[config.mk]
export PLATFORM = sky130hd
export DESIGN_NAME = ifu_fetch_flat
export DESIGN_NICKNAME = d
export VERILOG_FILES = /design/src/rtl/ifu_fetch_pkg.sv /design/src/rtl/ifu_fetch_if.sv /design/src/rtl/ifu_id_reg.sv /design/src/rtl/ifu_fetch.sv /design/src/flat_wrapper.sv
export SDC_FILE = /design/constraint.sdc
export NUM_CORES = 1
export LEC_CHECK = 0
export ABC_AREA = 1
export ABC_CLOCK_PERIOD_IN_PS = 3400
export CORE_UTILIZATION = 63
export CTS_CLUSTER_DIAMETER = 40
export DETAILED_ROUTE_END_ITERATION = 10
export DONT_BUFFER_PORTS = 1
export PLACE_DENSITY = 0.87
export SLEW_MARGIN = 5
export SYNTH_ARGS = -nofsm -noshare
export SYNTH_HDL_FRONTEND = slang
export SYNTH_SLANG_ARGS = --single-unit
[constraint.sdc]
create_clock -name clk -period 3.4 [get_ports clk]
set_input_delay 0.68 -clock clk [delete_from_list [all_inputs] [get_ports clk]]
set_output_delay 0.68 -clock clk [all_outputs]
set_load 0.01 [all_outputs]
[src/rtl/ifu_fetch_pkg.sv]
// Shared types and constants for the instruction-fetch stage.
// IFU_MISALIGN_CHK_EN adds the TRAP state for misaligned jump targets.
package ifu_fetch_pkg;

   localparam int INST_ADDR_W = 32;
   localparam int INST_W      = 32;

   localparam logic [INST_ADDR_W-1:0] RESET_PC_DEFAULT = 32'h0000_0000;
   localparam logic [INST_W-1:0]      INST_NOP         = 32'h0000_0013;
   localparam logic [INST_ADDR_W-1:0] ADDR_ALIGN_MASK  = 32'h0000_0003;
   localparam logic [INST_ADDR_W-1:0] PC_STEP          = 32'd4;

   typedef enum logic [1:0] {
      ST_BOOT = 2'd0,
      ST_RUN  = 2'd1
`ifdef IFU_MISALIGN_CHK_EN
      ,
      ST_TRAP = 2'd2
`endif
   } state_t;

endpackage

[src/rtl/ifu_fetch_if.sv]
// Fetch-stage bus: ROM address/data, redirect request and the IF/ID handshake.
// misalign_o exists only when IFU_MISALIGN_CHK_EN is defined.
interface ifu_fetch_if;
   import ifu_fetch_pkg::*;

   logic                   jump_i;
   logic [INST_ADDR_W-1:0] jump_addr_i;
   logic                   id_ready_i;
   logic [INST_W-1:0]      inst_i;
   logic                   ce_o;
   logic [INST_ADDR_W-1:0] pc_o;
   logic                   id_valid_o;
   logic [INST_ADDR_W-1:0] id_pc_o;
   logic [INST_W-1:0]      id_inst_o;
`ifdef IFU_MISALIGN_CHK_EN
   logic                   misalign_o;

   modport master (
      input  jump_i, jump_addr_i, id_ready_i, inst_i,
      output ce_o, pc_o, id_valid_o, id_pc_o, id_inst_o, misalign_o
   );
   modport slave (
      output jump_i, jump_addr_i, id_ready_i, inst_i,
      input  ce_o, pc_o, id_valid_o, id_pc_o, id_inst_o, misalign_o
   );
`else
   modport master (
      input  jump_i, jump_addr_i, id_ready_i, inst_i,
      output ce_o, pc_o, id_valid_o, id_pc_o, id_inst_o
   );
   modport slave (
      output jump_i, jump_addr_i, id_ready_i, inst_i,
      input  ce_o, pc_o, id_valid_o, id_pc_o, id_inst_o
   );
`endif

endinterface

[src/rtl/ifu_id_reg.sv]
// IF/ID output register: holds the delivered instruction and its PC.
// Priority: flush > load > clear > hold.
module ifu_id_reg
   import ifu_fetch_pkg::*;
(
   input  logic                   clk,
   input  logic                   rst,
   input  logic                   load,
   input  logic                   flush,
   input  logic                   clear,
   input  logic [INST_ADDR_W-1:0] pc,
   input  logic [INST_W-1:0]      inst,
   output logic                   valid,
   output logic [INST_ADDR_W-1:0] id_pc,
   output logic [INST_W-1:0]      id_inst
);

   // NOTE: non-blocking assignments so every register samples pre-edge values.
   always_ff @(posedge clk or posedge rst) begin
      if (rst) begin
         valid   <= 1'b0;
         id_pc   <= '0;
         id_inst <= INST_NOP;
      end else if (flush) begin
         valid   <= 1'b0;
         id_inst <= INST_NOP;
      end else if (load) begin
         valid   <= 1'b1;
         id_pc   <= pc;
         id_inst <= inst;
      end else if (clear) begin
         valid   <= 1'b0;
      end
   end

endmodule

[src/rtl/ifu_fetch.sv]
// Instruction-fetch stage: PC/state control in front of a combinational ROM.
// IFU_MISALIGN_CHK_EN traps misaligned jump targets instead of truncating them.
module ifu_fetch
   import ifu_fetch_pkg::*;
#(
   parameter logic [INST_ADDR_W-1:0] RESET_PC = RESET_PC_DEFAULT
) (
   input  logic       clk,
   input  logic       rst,
   ifu_fetch_if.master bus
);

   state_t                 state, state_n;
   logic [INST_ADDR_W-1:0] pc, pc_n;
   logic                   ce, adv, load, flush, clear;
   logic                   id_valid;
   logic [INST_ADDR_W-1:0] id_pc;
   logic [INST_W-1:0]      id_inst;

   assign ce  = (state == ST_RUN);
   assign adv = ce & (~id_valid | bus.id_ready_i);

   always_ff @(posedge clk or posedge rst) begin
      if (rst) begin
         state <= ST_BOOT;
         pc    <= RESET_PC;
      end else begin
         state <= state_n;
         pc    <= pc_n;
      end
   end

   // NOTE: defaults first so no path through this block can infer a latch.
   always_comb begin
      state_n = state;
      pc_n    = pc;
      load    = 1'b0;
      flush   = 1'b0;
      clear   = 1'b0;
      if (bus.jump_i) begin
         flush = 1'b1;
`ifdef IFU_MISALIGN_CHK_EN
         pc_n    = bus.jump_addr_i;
         state_n = ((bus.jump_addr_i & ADDR_ALIGN_MASK) != '0) ? ST_TRAP : ST_RUN;
`else
         pc_n    = bus.jump_addr_i & ~ADDR_ALIGN_MASK;
         state_n = ST_RUN;
`endif
      end else begin
         case (state)
            ST_BOOT: begin
               state_n = ST_RUN;
               clear   = id_valid & bus.id_ready_i;
            end
            ST_RUN: begin
               if (adv) begin
                  load = 1'b1;
                  pc_n = pc + PC_STEP;
               end
            end
`ifdef IFU_MISALIGN_CHK_EN
            ST_TRAP: clear = id_valid & bus.id_ready_i;
`endif
            default: state_n = ST_BOOT;
         endcase
      end
   end

   ifu_id_reg u_id_reg (
      .clk     (clk),
      .rst     (rst),
      .load    (load),
      .flush   (flush),
      .clear   (clear),
      .pc      (pc),
      .inst    (bus.inst_i),
      .valid   (id_valid),
      .id_pc   (id_pc),
      .id_inst (id_inst)
   );

   assign bus.ce_o       = ce;
   assign bus.pc_o       = pc;
   assign bus.id_valid_o = id_valid;
   assign bus.id_pc_o    = id_pc;
   assign bus.id_inst_o  = id_inst;
`ifdef IFU_MISALIGN_CHK_EN
   assign bus.misalign_o = (state == ST_TRAP);
`endif

endmodule
[src/flat_wrapper.sv]
// flat-port wrapper written by rule: the top's interface ports become plain ports
module ifu_fetch_flat import ifu_fetch_pkg::*;
#(
   parameter logic [INST_ADDR_W-1:0] RESET_PC = RESET_PC_DEFAULT
)
  (clk, rst, bus_jump_i, bus_jump_addr_i, bus_id_ready_i, bus_inst_i, bus_ce_o, bus_pc_o, bus_id_valid_o, bus_id_pc_o, bus_id_inst_o);
  ifu_fetch_if bus_i ();
  input  logic clk;
  input  logic rst;
  input wire logic [$bits(bus_i.jump_i)-1:0] bus_jump_i;
  input wire logic [$bits(bus_i.jump_addr_i)-1:0] bus_jump_addr_i;
  input wire logic [$bits(bus_i.id_ready_i)-1:0] bus_id_ready_i;
  input wire logic [$bits(bus_i.inst_i)-1:0] bus_inst_i;
  output wire logic [$bits(bus_i.ce_o)-1:0] bus_ce_o;
  output wire logic [$bits(bus_i.pc_o)-1:0] bus_pc_o;
  output wire logic [$bits(bus_i.id_valid_o)-1:0] bus_id_valid_o;
  output wire logic [$bits(bus_i.id_pc_o)-1:0] bus_id_pc_o;
  output wire logic [$bits(bus_i.id_inst_o)-1:0] bus_id_inst_o;
  assign bus_i.jump_i = bus_jump_i;
  assign bus_i.jump_addr_i = bus_jump_addr_i;
  assign bus_i.id_ready_i = bus_id_ready_i;
  assign bus_i.inst_i = bus_inst_i;
  assign bus_ce_o = bus_i.ce_o;
  assign bus_pc_o = bus_i.pc_o;
  assign bus_id_valid_o = bus_i.id_valid_o;
  assign bus_id_pc_o = bus_i.id_pc_o;
  assign bus_id_inst_o = bus_i.id_inst_o;
  ifu_fetch #(.RESET_PC(RESET_PC)) u_core (.clk(clk), .rst(rst), .bus(bus_i));
endmodule
Sequential cells grouped by signal name:
The bar under the picture is 20 um long. Other sequential cells in the stronger grey, the rest of the logic in the fainter grey.
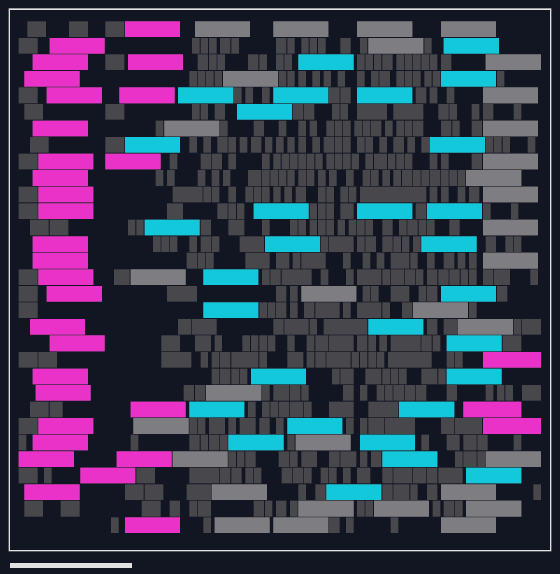
legend:
  magenta:
    signal: u_core.u_id_reg.id_inst
    flops: 32
    where: a vertical strip on the left
  cyan:
    signal: u_core.bus.pc_o
    flops: 30
sequential logic power: 1470 uW
Seq area share: 47.5%
Seq. cell area: 0.00236 mm2
final core utilization: 68.4%

A small window of the routed layout:
Window x 2 to 42, y 47 to 87 um. Cells in grey, sequential cells in the stronger grey; small squares are vias.
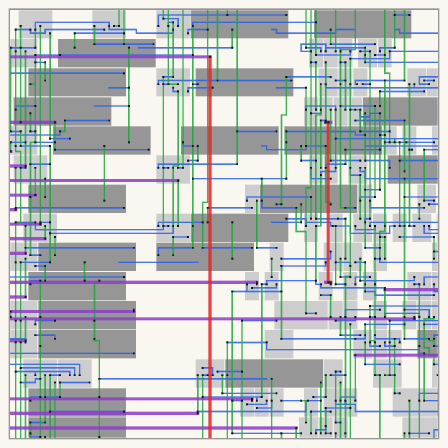
legend:
  purple:
    layer: met3
  green:
    layer: met2
  blue:
    layer: met1
  red:
    layer: met4
cells with their middle in the window: 100
netlist names of flops here include: u_core.u_id_reg.id_inst (15), u_core.bus.pc_o (4), u_core.u_id_reg.id_pc (3)
most frequent: nand2_1 (28), dfrtp_1 (22), a22o_1 (15)
sequential cells in the window: 22

Routed metal, one colour a layer:
Two of the layers only.
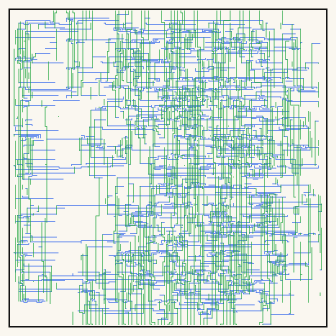
legend:
  green:
    layer: met2
    wire_length: 5500 um
  blue:
    layer: met1
    wire_length: 4350 um
final WL: 11200 um
Avg WL per Cell: 16.6 um

area by class of cell:
cell class	count	area, um2	share of cell area [%]
well taps	99	124	2.49
flip-flops and latches	94	2360	47.5
inverters	54	205	4.13
repair buffers	4	30.0	0.605
clock buffers	10	138	2.77
clock inverters	6	68.8	1.39
diodes	1	2.50	0.0504
multi-input cells	406	2040	41.1
synthesized netlist by cell type, types with 2 or more instances:
cell type  instances  area [um2]
conb_1             2        7.51
or2_2              2        12.5
clkbuf_1           4        15.0
nand4_1            2        12.5
nand2_1          174         653
buf_4              5        37.5
o21ai_0           37         185
a21oi_1           20         100
nor2_1            56         210
o211ai_1           7        52.6
nand2_2            3        18.8
nor2_8             2        40.0
dfrtp_1           91        2280
nand3_1           34         170
a31oi_1            2        12.5
o22a_1             3        26.3
nand2_4            6        67.6
inv_2              4        15.0
dfstp_2            3        78.8
nor2_4             8        90.1
buf_6              2        22.5
buf_2             14        70.1
a22o_1            29         254
nor2_2             6        37.5
inv_1             50         188
kinds of logic after synthesis:
group                      Yosys count  synth area share (%)
other                                2                 0.158
and+or+nand+nor                    296                  28.0
buffers and inverters               81                  7.69
DFF                                 94                  49.6
AOI/OAI and AO/OA                  104                  14.3
adders and majority gates            1                 0.263
where the power goes:
group | switching (uW) | internal, uW
sequential | 213 | 1260
clock | 408 | 365
combinational | 259 | 126
total | 880 | 1750
metal layers:
layer,share of wire (%),GRT usage (%),vias up
li1,-,-,1846
met1,39,33.3,1867
met2,49,47.8,212
met3,10,9.05,16
met4,1.6,12.6,0
met5,0,0,-
worst register-to-register path, stage by stage, from the launching register on:
cell,delay (ps)
dfrtp_1,430
nand2_2,100
nand2_4,160
nand2_4,110
inv_2,570
buf_4,410
a22o_1,180
stage by stage:
| step | area, um2 | total power (uW) |
|---|---|---|
| after floorplan | 4760 | 1770 |
| after global placement | 4760 | 1850 |
| after detailed placement | 4760 | 1870 |
| after CTS | 4960 | 2630 |
| after global routing | 4960 | 2750 |
| final | 4960 | 2630 |
flip-flops by register name, summed over array words and instances (netlist names):
name and cells:
u_core.u_id_reg.id_inst 32, u_core.u_id_reg.id_pc 30, u_core.bus.pc_o 30, u_core.u_id_reg.valid 1, u_core.state 1
final timing paths:
check,startpoint,to,slack [ps]
setup / recovery,u_core.u_id_reg.valid,u_core.u_id_reg.id_inst[25],1370
hold / removal,bus_jump_i,u_core.u_id_reg.valid,370
setup reg to reg,u_core.u_id_reg.valid,u_core.u_id_reg.id_inst[25],1370
hold reg to reg,u_core.u_id_reg.id_pc[25],u_core.u_id_reg.id_pc[25],560
max in group asynchronous,rst,u_core.u_id_reg.id_pc[15],2210
min in group asynchronous,rst,u_core.u_id_reg.id_inst[28],410
==> flow_metrics.py <==
# Physical implementation metrics
metrics = {
    "route": {
        "antenna_left": 0,
        "drc": 0,
        "vias_per_cell": 5.85,
    },
    "critical_path": {
        "path_delay_family": "buffers and inverters",
        "worstRegToRegCells": 6,
        "cp_slowest_cell": "inv_2",
        "cp.required_ps": 3700,
        "crit_cells": 6,
        "critical_path_class": "reg2reg",
    },
    "clock_network": {
        "cts_resized": 0,
        "clkTransAtPathRegs_ps": 100,
        "clock_latency_ps": 370,
        "cts_setup_buffers": 0,
        "clock-sinks": 94,
    },
    "synthesis": {
        "async_flop_share_pct": 100,
        "yosys_cells": 578,
        "synth-seq-area-share_pct": 49.6,
        "ys.flop_type": "dfrtp_1",
        "syn_area_mm2": 0.00475,
        "edf_count": 0,
        "yosys_area_mm2": 0.00475,
        "ys_types": 37,
    },
    "cells_and_area": {
        "syn2layout_area_growth_pct": 4.50,
        "final_common_cell": "nand2_1",
        "layout-drive-gt1-share_pct": 9.76,
        "layoutNonFillerInstCount": 674,
        "lay_top_cells": "nand2_1, dfrtp_1, nor2_1",
    },
    "global_routing": {
        "grt_max_degree": 89,
        "grt_first_pass_wirelength_um": 16800,
        "antenna_found_initial": 1,
    },
    "die": {
        "core_area_mm2": 0.00725,
        "die_w_um": 88.8,
        "die_y_um": 88.8,
    },
    "timing": {
        "hold_violations": 0,
        "rsz0062_at_grt": "false",
        "hold-worst-slack_ps": 367,
        "timing.final.crit_share_pct": 59.8,
        "worst_pin_slew_ps": 1080,
        "setup_violations": 0,
    },
    "place": {
        "dp_cells": 657,
        "portBuffers": 0,
    },
    "run_status": {
        "status": "finished clean",
    },
}
Power and IR drop assume default switching activity.
